--- config.mk ---
export PLATFORM = sky130hd
export DESIGN_NAME = op_sequencer
export DESIGN_NICKNAME = d
export VERILOG_FILES = /design/src/rtl/op_sequencer_pkg.sv /design/src/rtl/op_sequencer_shamt_counter.sv /design/src/rtl/op_sequencer.sv
export SDC_FILE = /design/constraint.sdc
export NUM_CORES = 1
export LEC_CHECK = 0
export ABC_AREA = 1
export ABC_CLOCK_PERIOD_IN_PS = 3350
export CORE_MARGIN = 4
export CORE_UTILIZATION = 54
export CTS_CLUSTER_SIZE = 28
export DETAILED_ROUTE_END_ITERATION = 6
export PLACE_DENSITY = 0.86
export SYNTH_ARGS = -nofsm -noshare
export SYNTH_HDL_FRONTEND = slang
export SYNTH_SLANG_ARGS = --single-unit
--- constraint.sdc ---
create_clock -name clock -period 3.35 [get_ports clock]
set_clock_uncertainty 0.1 [all_clocks]
set_input_delay 0.67 -clock clock [delete_from_list [all_inputs] [get_ports clock]]
set_output_delay 0.67 -clock clock [all_outputs]
set_load 0.01 [all_outputs]
--- src/rtl/op_sequencer_pkg.sv ---
// Shared encodings for the operation sequencer: register/ALU command codes,
// opcodes, FSM states and the registered output bundle.
package op_sequencer_pkg;

    localparam logic [1:0] CMD_HOLD   = 2'b00;
    localparam logic [1:0] CMD_LOAD   = 2'b01;
    localparam logic [1:0] CMD_SHIFTR = 2'b10;
    localparam logic [1:0] CMD_RESET  = 2'b11;

    localparam logic ALU_ADD = 1'b0;
    localparam logic ALU_SUB = 1'b1;

    localparam logic [1:0] OP_ADD    = 2'b00;
    localparam logic [1:0] OP_SUB    = 2'b01;
    localparam logic [1:0] OP_ADDSHR = 2'b10;
    localparam logic [1:0] OP_CLR    = 2'b11;

    typedef enum logic [2:0] {
        ST_IDLE  = 3'd0,
        ST_LD_X  = 3'd1,
        ST_LD_Y  = 3'd2,
        ST_SHIFT = 3'd3,
        ST_EXEC  = 3'd4,
        ST_CLEAR = 3'd5,
        ST_DONE  = 3'd6
    } state_t;

    typedef struct packed {
        logic       busy;
        logic       done;
        logic       opnd_sel;
        logic [1:0] tx;
        logic [1:0] ty;
        logic [1:0] tz;
        logic       tula;
    } seq_out_t;

    localparam seq_out_t OUT_IDLE = seq_out_t'(10'd0);

    // Output pattern presented while the FSM occupies a given state.
    function automatic seq_out_t decode_outputs(input state_t state, input logic [1:0] opcode);
        seq_out_t o;
        o.busy     = 1'b1;
        o.done     = 1'b0;
        o.opnd_sel = 1'b0;
        o.tx       = CMD_HOLD;
        o.ty       = CMD_HOLD;
        o.tz       = CMD_HOLD;
        o.tula     = ALU_ADD;
        case (state)
            ST_IDLE:  o.busy = 1'b0;
            ST_LD_X: begin
                o.tx = CMD_LOAD;
                o.ty = CMD_RESET;
                o.tz = CMD_RESET;
            end
            ST_LD_Y: begin
                o.ty       = CMD_LOAD;
                o.opnd_sel = 1'b1;
            end
            ST_SHIFT: o.ty = CMD_SHIFTR;
            ST_EXEC: begin
                o.tz   = CMD_LOAD;
                o.tula = (opcode == OP_SUB) ? ALU_SUB : ALU_ADD;
            end
            ST_CLEAR: begin
                o.tx = CMD_RESET;
                o.ty = CMD_RESET;
                o.tz = CMD_RESET;
            end
            ST_DONE:  o.done = 1'b1;
            default:  o.busy = 1'b0;
        endcase
        return o;
    endfunction

endpackage

--- src/rtl/op_sequencer_shamt_counter.sv ---
// Loadable down-counter timing the SHIFT state; saturates at zero so it can
// never wrap, and flags zero to end the shift run.
module shamt_counter #(
    parameter int SHW = 3
) (
    input  logic           clock,
    input  logic           reset_n,
    input  logic           load,
    input  logic           dec,
    input  logic [SHW-1:0] load_value,
    output logic           zero
);

    localparam logic [SHW-1:0] CNT_ZERO = {SHW{1'b0}};
    localparam logic [SHW-1:0] CNT_ONE  = CNT_ZERO + 1'b1;

    logic [SHW-1:0] count_r;

    // Count register: load has priority, decrement stops at zero.
    always_ff @(posedge clock or negedge reset_n) begin
        if (!reset_n) begin
            count_r <= CNT_ZERO;
        end else if (load) begin
            count_r <= load_value;
        end else if (dec && (count_r != CNT_ZERO)) begin
            count_r <= count_r - CNT_ONE;
        end
    end

    assign zero = (count_r == CNT_ZERO);

endmodule

--- src/rtl/op_sequencer.sv ---
// Self-timed sequencer driving the X/Y/Z register bank and ALU for one
// arithmetic operation per start request.
module op_sequencer
    import op_sequencer_pkg::*;
#(
    parameter int SHW = 3
) (
    input  logic           clock,
    input  logic           reset_n,
    input  logic           start,
    input  logic [1:0]     opcode,
    input  logic [SHW-1:0] shamt,
    input  logic           abort,
    output logic           busy,
    output logic           done,
    output logic           opnd_sel,
    output logic [1:0]     Tx,
    output logic [1:0]     Ty,
    output logic [1:0]     Tz,
    output logic           Tula
);

    localparam logic [SHW-1:0] SH_ZERO = {SHW{1'b0}};
    localparam logic [SHW-1:0] SH_ONE  = SH_ZERO + 1'b1;

    state_t         state_r;
    state_t         next_s;
    seq_out_t       out_r;
    seq_out_t       out_next_s;
    logic [1:0]     opcode_r;
    logic [SHW-1:0] shamt_r;
    logic           accept_s;
    logic           cnt_load_s;
    logic           cnt_dec_s;
    logic           cnt_zero_s;
    logic [SHW-1:0] cnt_value_s;

    // Counter is preloaded with shamt-1 so its zero flag marks the final SHIFT cycle.
    shamt_counter #(.SHW(SHW)) u_shamt_counter (
        .clock      (clock),
        .reset_n    (reset_n),
        .load       (cnt_load_s),
        .dec        (cnt_dec_s),
        .load_value (cnt_value_s),
        .zero       (cnt_zero_s)
    );

    // Next-state logic; abort overrides the normal step in the working states.
    always_comb begin
        next_s      = ST_IDLE;
        accept_s    = 1'b0;
        cnt_load_s  = 1'b0;
        cnt_dec_s   = 1'b0;
        cnt_value_s = shamt_r - SH_ONE;
        case (state_r)
            ST_IDLE: begin
                if (start) begin
                    accept_s = 1'b1;
                    next_s   = (opcode == OP_CLR) ? ST_CLEAR : ST_LD_X;
                end else begin
                    next_s = ST_IDLE;
                end
            end
            ST_LD_X: begin
                if (abort) begin
                    next_s = ST_CLEAR;
                end else begin
                    next_s = ST_LD_Y;
                end
            end
            ST_LD_Y: begin
                if (abort) begin
                    next_s = ST_CLEAR;
                end else if ((opcode_r == OP_ADDSHR) && (shamt_r != SH_ZERO)) begin
                    next_s     = ST_SHIFT;
                    cnt_load_s = 1'b1;
                end else begin
                    next_s = ST_EXEC;
                end
            end
            ST_SHIFT: begin
                cnt_dec_s = 1'b1;
                if (abort) begin
                    next_s = ST_CLEAR;
                end else if (cnt_zero_s) begin
                    next_s = ST_EXEC;
                end else begin
                    next_s = ST_SHIFT;
                end
            end
            ST_EXEC: begin
                if (abort) begin
                    next_s = ST_CLEAR;
                end else begin
                    next_s = ST_DONE;
                end
            end
            ST_CLEAR: next_s = ST_DONE;
            ST_DONE:  next_s = ST_IDLE;
            default:  next_s = ST_IDLE;
        endcase
    end

    // Outputs are decoded from the next state so they line up with the state register.
    always_comb begin
        out_next_s = decode_outputs(next_s, opcode_r);
    end

    // State, registered outputs and captured request fields.
    always_ff @(posedge clock or negedge reset_n) begin
        if (!reset_n) begin
            state_r  <= ST_IDLE;
            out_r    <= OUT_IDLE;
            opcode_r <= OP_ADD;
            shamt_r  <= SH_ZERO;
        end else begin
            state_r <= next_s;
            out_r   <= out_next_s;
            if (accept_s) begin
                opcode_r <= opcode;
                shamt_r  <= shamt;
            end
        end
    end

    assign busy     = out_r.busy;
    assign done     = out_r.done;
    assign opnd_sel = out_r.opnd_sel;
    assign Tx       = out_r.tx;
    assign Ty       = out_r.ty;
    assign Tz       = out_r.tz;
    assign Tula     = out_r.tula;

endmodule

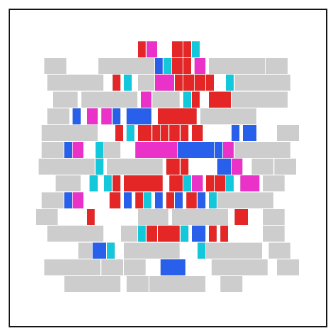
Figure 1: gate families picked out.
family	colour	cells
NAND gates	red	37
NOR gates	blue	18
inverters	cyan	18
inverting AOI/OAI gates	magenta	13
Comb/total area: 34.7%
most used logic cell in the final layout: dfrtp_1
non-filler instance count after layout: 157

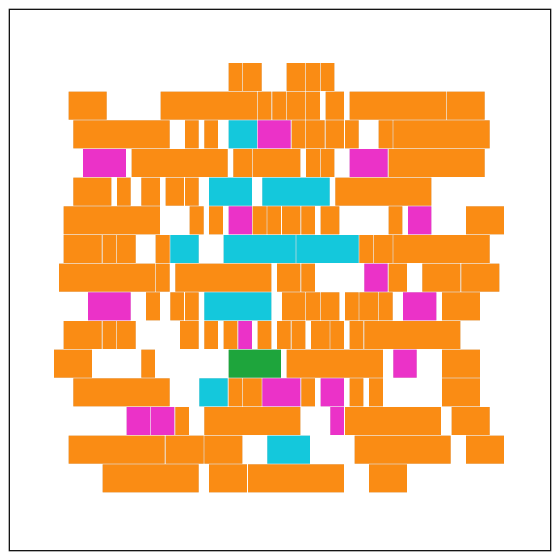
Figure 2: cells by drive strength.
size	colour	cells	share
drive 6 and up	green	1	0.76%
drive 1 or less	orange	107	81%
drive 2	magenta	15	11%
drive 3 to 4	cyan	9	6.8%

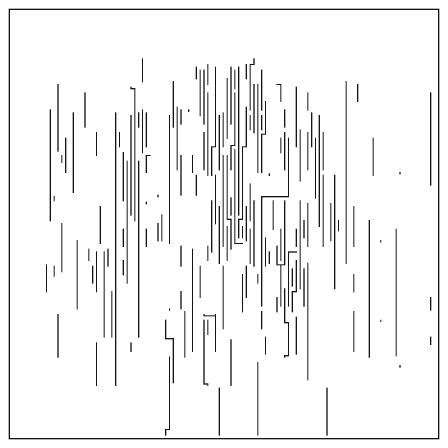
Figure 3: M2 wires.
longest straight run	32.6 µm
main direction	vertical
share of all routed wire	49%

==> run_results.csv <==
group,metric,value,unit
outcome,outcome,"completed",
detailed_routing,drt_wl_total,1850,µm
global_route,gr-max-usage-layer,"met2",
worst_setup_path,cp-start-kind,"primary input",
final_timing,tightest_slew,0.848,ns
worst_setup_path,r2r_start,"opcode_r[0]$_DFFE_PN0P_",
worst_setup_path,r2r_end,"u_shamt_counter.count_r[2]$_DFFE_PN0P_",
yosys,yosys-top-cells-area,"dfrtp_1 (50%), nand2_1 (7.1%), inv_1 (5.9%), nand3_1 (5.0%), nor2_1 (4.1%)",
worst_setup_path,cp_top_family,"buffers and inverters",
global_route,grt_max_degree,21,
global_route,globalRouteMet1Util,19.2,%
worst_setup_path,r2r_cells,11,
worst_setup_path,end_kind,"flop",
cts,htree_levels,1,
worst_setup_path,cp.required,3.46,ns
final_timing,final.setup.tns,0,ns
detailed_routing,drtIter0Drc,25,
power,power,1.12,mW
global_route,grt_pass1_vias,800,
cts,cts.sinks,20,
global_route,antenna_found_initial,0,
floorplanning,ios,19,
floorplanning,core-area,0.00175,mm²
yosys,netlist_area,0.00101,mm²
yosys,synth_cell_types,21,
final_timing,hold_viol_final,0,
floorplanning,fp_util,57.8,%
worst_setup_path,crit_chain,"clkdlybuf4s50_1 > inv_1 > nand3_4 > nand2_1 > o21ai_2 > ha_1 > inv_1 > nand3_1 > nand3_1 > nand2_1",
yosys,ys_cells,111,
flow_run,max_cap_viol_count,0,
place,dpl.hpwl,1500,µm
-- flip-flops by register name, summed over array words and instances, names as in the netlist --
signal and count:
done 1, Tz 2, Tx 1, opcode_r 2, Ty 2, shamt_r 3, busy 1, state_r 3
Tula 1, u_shamt_counter.count_r 3, opnd_sel 1
-- cell type report --
class	instances	area (µm²)	share of cell area, %
clock buffers	4	36.3	2.90
inverters	18	67.6	5.41
multi-input cells	72	434	34.7
flip-flops and latches	20	500	40.0
well taps	25	31.3	2.50
repair buffers	18	180	14.4
-- power by group --
group          internal, mW  switching, mW  leakage, nW  total, mW
registers             0.349         0.0674        0.243      0.417
clock network        0.0663         0.0725       0.0210      0.139
logic                 0.241          0.327        0.338      0.567
total                 0.656          0.467        0.602       1.12
Power and IR drop assume default switching activity.
